Figure 1. Power grid (run 1).
Scale bar: 50 µm. Pins as bars on the die edge. Tap cells in gray.
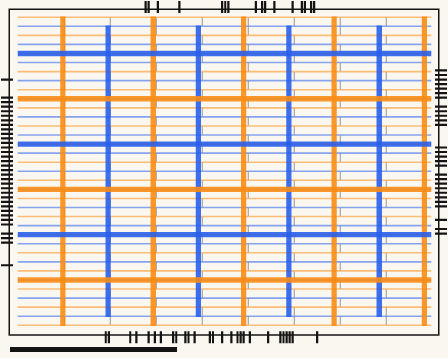
Figure 2. The metal 4 layer (run 1).
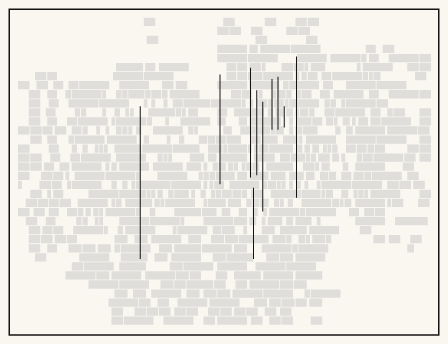
Figure 3. Layout detail (run 1).
Region (84, 12) to (109, 37) µm. Cells in gray, sequential cells in the stronger gray; small squares are vias.
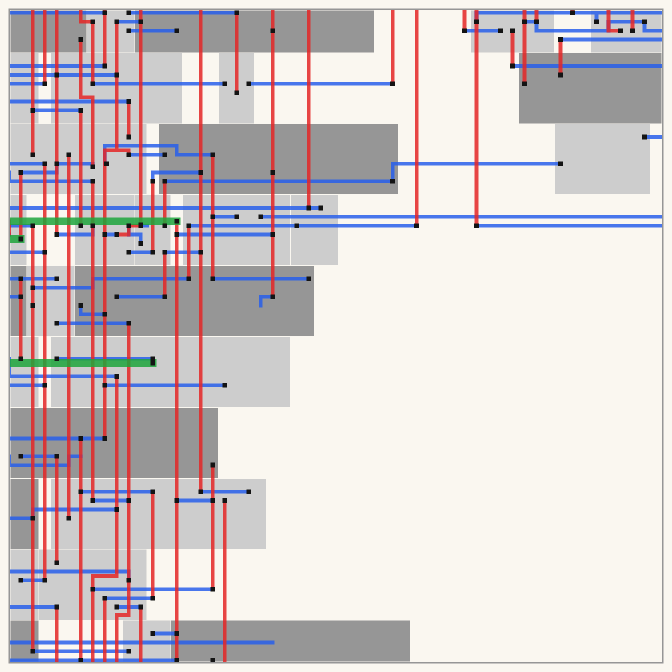
--- config.mk ---
export PLATFORM = sky130hd
export DESIGN_NAME = seq_addsub
export DESIGN_NICKNAME = d
export VERILOG_FILES = /design/src/rtl/seq_addsub_pkg.sv /design/src/rtl/seq_addsub_chunk_adder.sv /design/src/rtl/seq_addsub.sv
export SDC_FILE = /design/constraint.sdc
export NUM_CORES = 1
export LEC_CHECK = 0
export ABC_CLOCK_PERIOD_IN_PS = 3450
export CAP_MARGIN = 15
export CORE_ASPECT_RATIO = 0.75
export CORE_MARGIN = 2
export CORE_UTILIZATION = 45
export CTS_CLUSTER_DIAMETER = 150
export DETAILED_ROUTE_END_ITERATION = 6
export GPL_ROUTABILITY_DRIVEN = 0
export GPL_TIMING_DRIVEN = 0
export PLACE_DENSITY = 0.84
export SKIP_CTS_REPAIR_TIMING = 1
export SYNTH_ARGS = -nofsm -noshare
export SYNTH_HDL_FRONTEND = slang
export SYNTH_SLANG_ARGS = --single-unit
--- constraint.sdc ---
create_clock -name clk -period 3.45 [get_ports clk]
set_input_delay 0.69 -clock clk [delete_from_list [all_inputs] [get_ports clk]]
set_output_delay 0.69 -clock clk [all_outputs]
set_load 0.05 [all_outputs]
--- src/rtl/seq_addsub_pkg.sv ---
// seq_addsub_pkg: shared types and elaboration helpers for the chunked add/subtract unit.
// Latency: n/a (declarations only).
// Backpressure: n/a.
package seq_addsub_pkg;

  typedef enum logic [1:0] {
    IDLE = 2'd0,
    RUN  = 2'd1,
    DONE = 2'd2
  } state_e;

  // Number of CHUNK-wide slices making up one WIDTH-wide operand.
  function automatic int nchunk_f(input int width, input int chunk);
    return width / chunk;
  endfunction

  // True when the width/chunk pair describes a whole number of slices.
  function automatic bit cfg_ok_f(input int width, input int chunk);
    return (chunk > 0) && (chunk <= width) && ((width % chunk) == 0);
  endfunction

endpackage

--- src/rtl/seq_addsub_chunk_adder.sv ---
// chunk_adder: CHUNK-bit ripple slice adder with carry in/out.
// Latency: purely combinational.
// Backpressure: none.
module chunk_adder #(
  parameter int CHUNK = 8
) (
  input  logic [CHUNK-1:0] a,
  input  logic [CHUNK-1:0] b,
  input  logic             c_in,
  output logic [CHUNK-1:0] f,
  output logic             c_out
);

  assign {c_out, f} = {1'b0, a} + {1'b0, b} + {{CHUNK{1'b0}}, c_in};

endmodule

--- src/rtl/seq_addsub.sv ---
// seq_addsub: WIDTH-bit add/subtract computed CHUNK bits per cycle through one slice adder.
// Latency: ready pulses NCHUNK+1 cycles after the accepting edge; one op per NCHUNK+2 cycles.
// Backpressure: start is only sampled in IDLE; requests while busy are dropped.
module seq_addsub
  import seq_addsub_pkg::*;
#(
  parameter int WIDTH = 32,
  parameter int CHUNK = 8
) (
  input  logic             clk,
  input  logic             rst,
  input  logic             start,
  input  logic             sub,
  input  logic [WIDTH-1:0] a,
  input  logic [WIDTH-1:0] b,
  output logic [WIDTH-1:0] res,
  output logic             carry,
  output logic             overflow,
  output logic             zero,
  output logic             busy,
  output logic             ready
);

  localparam int NCHUNK = nchunk_f(WIDTH, CHUNK);
  localparam int IDXW   = (NCHUNK > 1) ? $clog2(NCHUNK) : 1;
  localparam logic [IDXW-1:0] LAST_IDX = IDXW'(NCHUNK - 1);

  if (!cfg_ok_f(WIDTH, CHUNK)) begin : g_bad_cfg
    $error("seq_addsub: WIDTH must be a non-zero multiple of CHUNK");
  end

  state_e            state_q, state_d;
  logic [IDXW-1:0]   idx_q, idx_d;
  logic [WIDTH-1:0]  op_a_q, op_a_d;
  logic [WIDTH-1:0]  op_b_q, op_b_d;
  logic [WIDTH-1:0]  res_q, res_d;
  logic              c_q, c_d;
  logic              carry_q, carry_d;
  logic              ovf_q, ovf_d;
  logic              zero_q, zero_d;

  logic [CHUNK-1:0]  a_sl, b_sl, f;
  logic              co;
  logic              accept;
  logic              last;

  assign accept = (state_q == IDLE) && start;
  assign last   = (state_q == RUN) && (idx_q == LAST_IDX);

  // Current slice of each operand, selected by the chunk index.
  assign a_sl = op_a_q[int'(idx_q)*CHUNK +: CHUNK];
  assign b_sl = op_b_q[int'(idx_q)*CHUNK +: CHUNK];

  chunk_adder #(.CHUNK(CHUNK)) u_chunk_adder (
    .a     (a_sl),
    .b     (b_sl),
    .c_in  (c_q),
    .f     (f),
    .c_out (co)
  );

  // Next-state logic: one RUN pass of NCHUNK cycles, then a single DONE cycle.
  always_comb begin
    state_d = state_q;
    unique case (state_q)
      IDLE:    if (start) state_d = RUN;
      RUN:     if (idx_q == LAST_IDX) state_d = DONE;
      DONE:    state_d = IDLE;
      default: state_d = IDLE;
    endcase
  end

  // Datapath next-state: capture on accept, one slice per RUN cycle, flags on the last slice.
  always_comb begin
    op_a_d  = op_a_q;
    op_b_d  = op_b_q;
    res_d   = res_q;
    c_d     = c_q;
    idx_d   = idx_q;
    carry_d = carry_q;
    ovf_d   = ovf_q;
    zero_d  = zero_q;
    if (accept) begin
      // Subtraction is folded into the add: a + ~b with the carry register seeded to 1.
      op_a_d = a;
      op_b_d = sub ? ~b : b;
      c_d    = sub;
      idx_d  = '0;
      res_d  = '0;
    end else if (state_q == RUN) begin
      res_d[int'(idx_q)*CHUNK +: CHUNK] = f;
      c_d   = co;
      idx_d = last ? '0 : idx_q + 1'b1;
      if (last) begin
        carry_d = co;
        // Signed overflow on the effective operands: like signs in, different sign out.
        ovf_d   = (op_a_q[WIDTH-1] == op_b_q[WIDTH-1]) && (f[CHUNK-1] != op_a_q[WIDTH-1]);
        zero_d  = (res_d == '0);
      end
    end
  end

  // State register.
  always_ff @(posedge clk or posedge rst) begin
    if (rst) begin
      state_q <= IDLE;
    end else begin
      state_q <= state_d;
    end
  end

  // Datapath and flag registers; an in-flight operation is abandoned on reset.
  always_ff @(posedge clk or posedge rst) begin
    if (rst) begin
      op_a_q  <= '0;
      op_b_q  <= '0;
      res_q   <= '0;
      c_q     <= 1'b0;
      idx_q   <= '0;
      carry_q <= 1'b0;
      ovf_q   <= 1'b0;
      zero_q  <= 1'b0;
    end else begin
      op_a_q  <= op_a_d;
      op_b_q  <= op_b_d;
      res_q   <= res_d;
      c_q     <= c_d;
      idx_q   <= idx_d;
      carry_q <= carry_d;
      ovf_q   <= ovf_d;
      zero_q  <= zero_d;
    end
  end

  assign res      = res_q;
  assign carry    = carry_q;
  assign overflow = ovf_q;
  assign zero     = zero_q;
  assign busy     = (state_q != IDLE);
  assign ready    = (state_q == DONE);

endmodule

==> impl_metrics.json, run 1 <==
{
  "worstPathArrival_ns": 3.62,
  "clockBufferDepth": 2,
  "gr-max-usage-layer": "met2",
  "final_cell_count_no_fill": 722,
  "syn2layout_area_growth_pct": 31.12,
  "ys_cells": 454,
  "seqCellArea_um2": 2604,
  "logic_area_um2": 2507,
  "status": "finished clean",
  "pin_count": 105,
  "final_cell_area_um2": 6859,
  "ys.warnings.count": 0,
  "crit_path_max_fanout": 10,
  "cpMaxStageDelayCell": "mux4_2",
  "cap_viol_max_count": 0,
  "fp-row-count": 34,
  "drive_gt1_share_pct": 16.78,
  "edf_count": 0,
  "path_delay_family": "AND-OR/OR-AND gates",
  "hp-start": "op_a_q[14]",
  "rsz0062_at_grt": "true",
  "worst_r2r_endpoint": "zero",
  "num-nonclk-buffers": 135,
  "dp_hpwl_um": 9890,
  "slew_violations": 0,
  "grt_pass1_wl_um": 22250,
  "synth_cells": 454,
  "drt_first_pass_iters": 5,
  "io_buffers": 103,
  "holdWs_ns": 0.5080,
  "cts_tree": "built",
  "fillerInstances": 927,
  "setup_viol": 0,
  "drcViolationCount": 0,
  "ys_chip_area_um2": 5231,
  "hold_depth": 1,
  "n_tap_cell": 144,
  "grt_max_degree": 78,
  "seq-cell-share_pct": 37.96,
  "synthesis.area_um2": 5231,
  "synth_nets": 537,
  "reg2regPathDepth": 9,
  "grt_antenna_before_repair": 0,
  "synth.comb.largest_family": "AND-OR/OR-AND gates",
  "clkTransAtPathRegs_ns": 0.07,
  "dp_cells": 702,
  "comb_cells": 308,
  "synth.cellmix.simpleShare_pct": 9.208,
  "diodes": 0,
  "ys_sh_mux_pct": 13.78,
  "grt_overflow": 0,
  "max_slew_margin_pct": 48.72
}
Notes on Figure 1 above:
Blue is VDD. Orange is VSS.
105 signal pins sit on the boundary. 144 tap cells. The core has 34 rows. 35 met1 rails follow the rows.
die height: 97.38 µm
Core Area: 11490 µm²

Notes on Figure 2 above:
8 nets have wire on it. The layer carries 269 µm of wire. The layer holds 2.0% of the routed length. The longest straight run is 45.6 µm.
WL final: 13770 µm
DR vias: 4189

Notes on Figure 3 above:
Green is met3. Red is met2. Blue is met1.
Sequential cells in the window: 6. 22 logic cells have their middle in the window. Most frequent: dfrtp_1 (6), buf_2 (3). Netlist names of flops here include op_a_q (3).

==> run 1: placed cells by master, fill, tap and decap left out, types with 4 or more instances in the layout <==
| cell | n |
|---|---|
| ha_1 | 13 |
| mux2_2 | 32 |
| a21oi_1 | 45 |
| clkbuf_16 | 9 |
| nor2_1 | 48 |
| buf_2 | 7 |
| o21ai_0 | 8 |
| clkbuf_1 | 12 |
| a22o_1 | 26 |
| buf_4 | 5 |
| buf_1 | 5 |
| nor3_1 | 4 |
| xnor2_1 | 32 |
| and2_1 | 4 |
| nand3_1 | 6 |
| mux4_2 | 16 |
| o22ai_1 | 4 |
| clkdlybuf4s50_1 | 103 |
| inv_1 | 15 |
| dfrtp_1 | 103 |
| nand2_1 | 14 |
==> run 1: cell families (layout without fill, tap and decap cells) <==
kind of cell | after synthesis | after routing
fa+ha+maj | 15 | 15
xor+xnor | 35 | 35
buf+inv | 42 | 166
flops | 104 | 104
mux | 48 | 48
simple gates | 99 | 99
compound gates | 111 | 111
==> run 1: synth_stat cells, types with 6 or more instances <==
| cell type | instances | area, µm² |
|---|---|---|
| mux4_2 | 16 | 360.4 |
| a22o_1 | 26 | 227.7 |
| dfrtp_1 | 104 | 2603 |
| mux2_2 | 32 | 360.4 |
| inv_1 | 16 | 60.06 |
| xnor2_1 | 33 | 289.0 |
| clkbuf_1 | 11 | 41.29 |
| nor2_1 | 48 | 180.2 |
| ha_1 | 13 | 162.7 |
| nand2_1 | 14 | 52.55 |
| nand3_1 | 6 | 30.03 |
| a21oi_1 | 47 | 235.2 |
| buf_1 | 6 | 22.52 |
| o21ai_0 | 8 | 40.04 |
| buf_2 | 9 | 45.04 |
==> run 1: state kept, by name, indices dropped and copies added, names as in the netlist <==
register,count
overflow,1
state_q,2
op_a_q,32
c_q,1
idx_q,2
carry,1
res,32
op_b_q,32
zero,1
## Run 2: what changed since run 1
--- a/config.mk
+++ b/config.mk
@@ -14,6 +14,7 @@
 export DETAILED_ROUTE_END_ITERATION = 6
 export GPL_ROUTABILITY_DRIVEN = 0
 export GPL_TIMING_DRIVEN = 0
+export HOLD_SLACK_MARGIN = 0.12
 export PLACE_DENSITY = 0.84
 export SKIP_CTS_REPAIR_TIMING = 1
 export SYNTH_ARGS = -nofsm -noshare
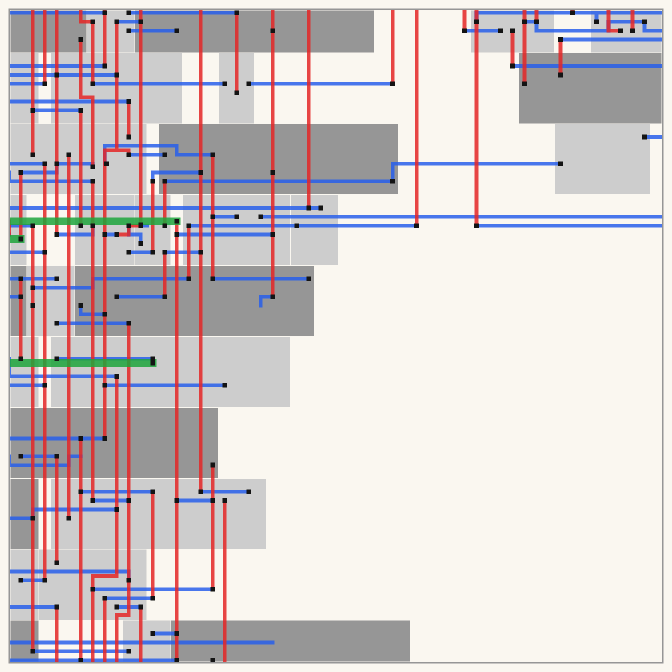
Figure 4: run 2, layout detail.
Region (84, 12) to (109, 37) µm. Cells in gray, sequential cells in the stronger gray; small squares are vias.
Red is met2. Blue is met1. Green is met3.
22 logic cells have their middle in the window. Netlist names of flops here include op_a_q (3). Sequential cells in the window: 6. Most frequent: dfrtp_1 (6), buf_2 (3).

==> impl_metrics.json, run 2 <==
{
  "status": "finished clean",
  "max_slew_margin_pct": 48.72,
  "synth_nets": 537,
  "placeableCoreArea_um2": 11490,
  "worstPathArrival_ns": 3.62,
  "pin_count": 105,
  "yosys.area.top_type_share_pct": 49.75,
  "drt_first_pass_iters": 5,
  "rsz0062_at_grt": "true",
  "most_common_cell": "dfrtp_1",
  "setup_viol": 0,
  "ys.warnings.count": 0,
  "syn2layout_area_growth_pct": 31.12,
  "die_y_um": 97.38,
  "fp-row-count": 34,
  "dp_hpwl_um": 9890,
  "grt_antenna_before_repair": 0,
  "num_vias": 4189,
  "cap_viol_max_count": 0,
  "edf_count": 0,
  "diodes": 0,
  "synthTopCellsByArea": "dfrtp_1 (50%), mux2_2 (6.9%), mux4_2 (6.9%), xnor2_1 (5.5%), a21oi_1 (4.5%)",
  "most-common-layout-cells": "dfrtp_1 (103), clkdlybuf4s50_1 (103), nor2_1 (48)",
  "synthesis.area_um2": 5231,
  "grt_pass1_wl_um": 22250,
  "grt_max_degree": 78,
  "synth_top_cell_by_area": "dfrtp_1",
  "hold_depth": 1,
  "final_cell_area_um2": 6859,
  "cpMaxStageDelayCell": "mux4_2",
  "io_buffers": 103,
  "synth_cells": 454,
  "worst_r2r_endpoint": "zero",
  "reg2regPathDepth": 9,
  "clockBufferDepth": 2,
  "cts_tree": "built",
  "wirelength_um": 13770,
  "clkTransAtPathRegs_ns": 0.07,
  "fillerInstances": 927,
  "drive_gt1_share_pct": 16.78,
  "grt_overflow": 0,
  "hp-start": "op_a_q[14]",
  "ys_cells": 454,
  "slew_violations": 0
}
## run 2: stage by stage
| stage | cells | util (%) |
|---|---|---|
| after floorplan | 454 | - |
| after global routing | 722 | 59.72 |
| after detailed placement | 702 | 56.35 |
| after CTS | 717 | 58.74 |
| final | 722 | 59.72 |
| after global placement | 701 | 56.09 |
## run 2: final cells by class
type	count	area (µm²)	share of cell area, %
Clock buffer	13	260.3	3.794
Clock inverter	2	13.76	0.2007
Sequential cell	104	2604	37.96
Buffer	26	135.1	1.970
Tap cell	144	180.2	2.627
Multi-Input combinational cell	308	2507	36.56
Timing Repair Buffer	109	1096	15.98
Inverter	16	62.56	0.9121
## run 2: how the worst max path moves through the flow
stage | from | to | slack (ns) | cells after the start
6_report | idx_q[0] | zero | 0.08 | 9
4_1_cts | idx_q[0] | zero | -0.65 | 10
5_1_grt | idx_q[0] | zero | -0.03 | 9
2_1_floorplan | rst | c_q | 0.03 | 1
3_3_place_gp | rst | op_b_q[20] | -1.27 | 2
3_5_place_dp | idx_q[0] | zero | -0.61 | 10
## run 2: per-layer routing
layer  track usage (%)  vias to the layer above
met4             6.522                        0
met2             37.19                      208
met5                 0                        -
met1             31.35                     2082
li1                  -                     1875
met3             5.121                       24
## run 2: kinds of logic (layout without fill, tap and decap cells)
group / after synthesis / in the layout / synth area share, %
xor gates and xnor gates: 35 / 35 / 5.860
AOI/OAI and AO/OA: 111 / 111 / 14.30
and+or+nand+nor: 99 / 99 / 9.208
muxes: 48 / 48 / 13.78
DFF: 104 / 104 / 49.75
buffers and inverters: 42 / 166 / 3.229
adders and majority gates: 15 / 15 / 3.875
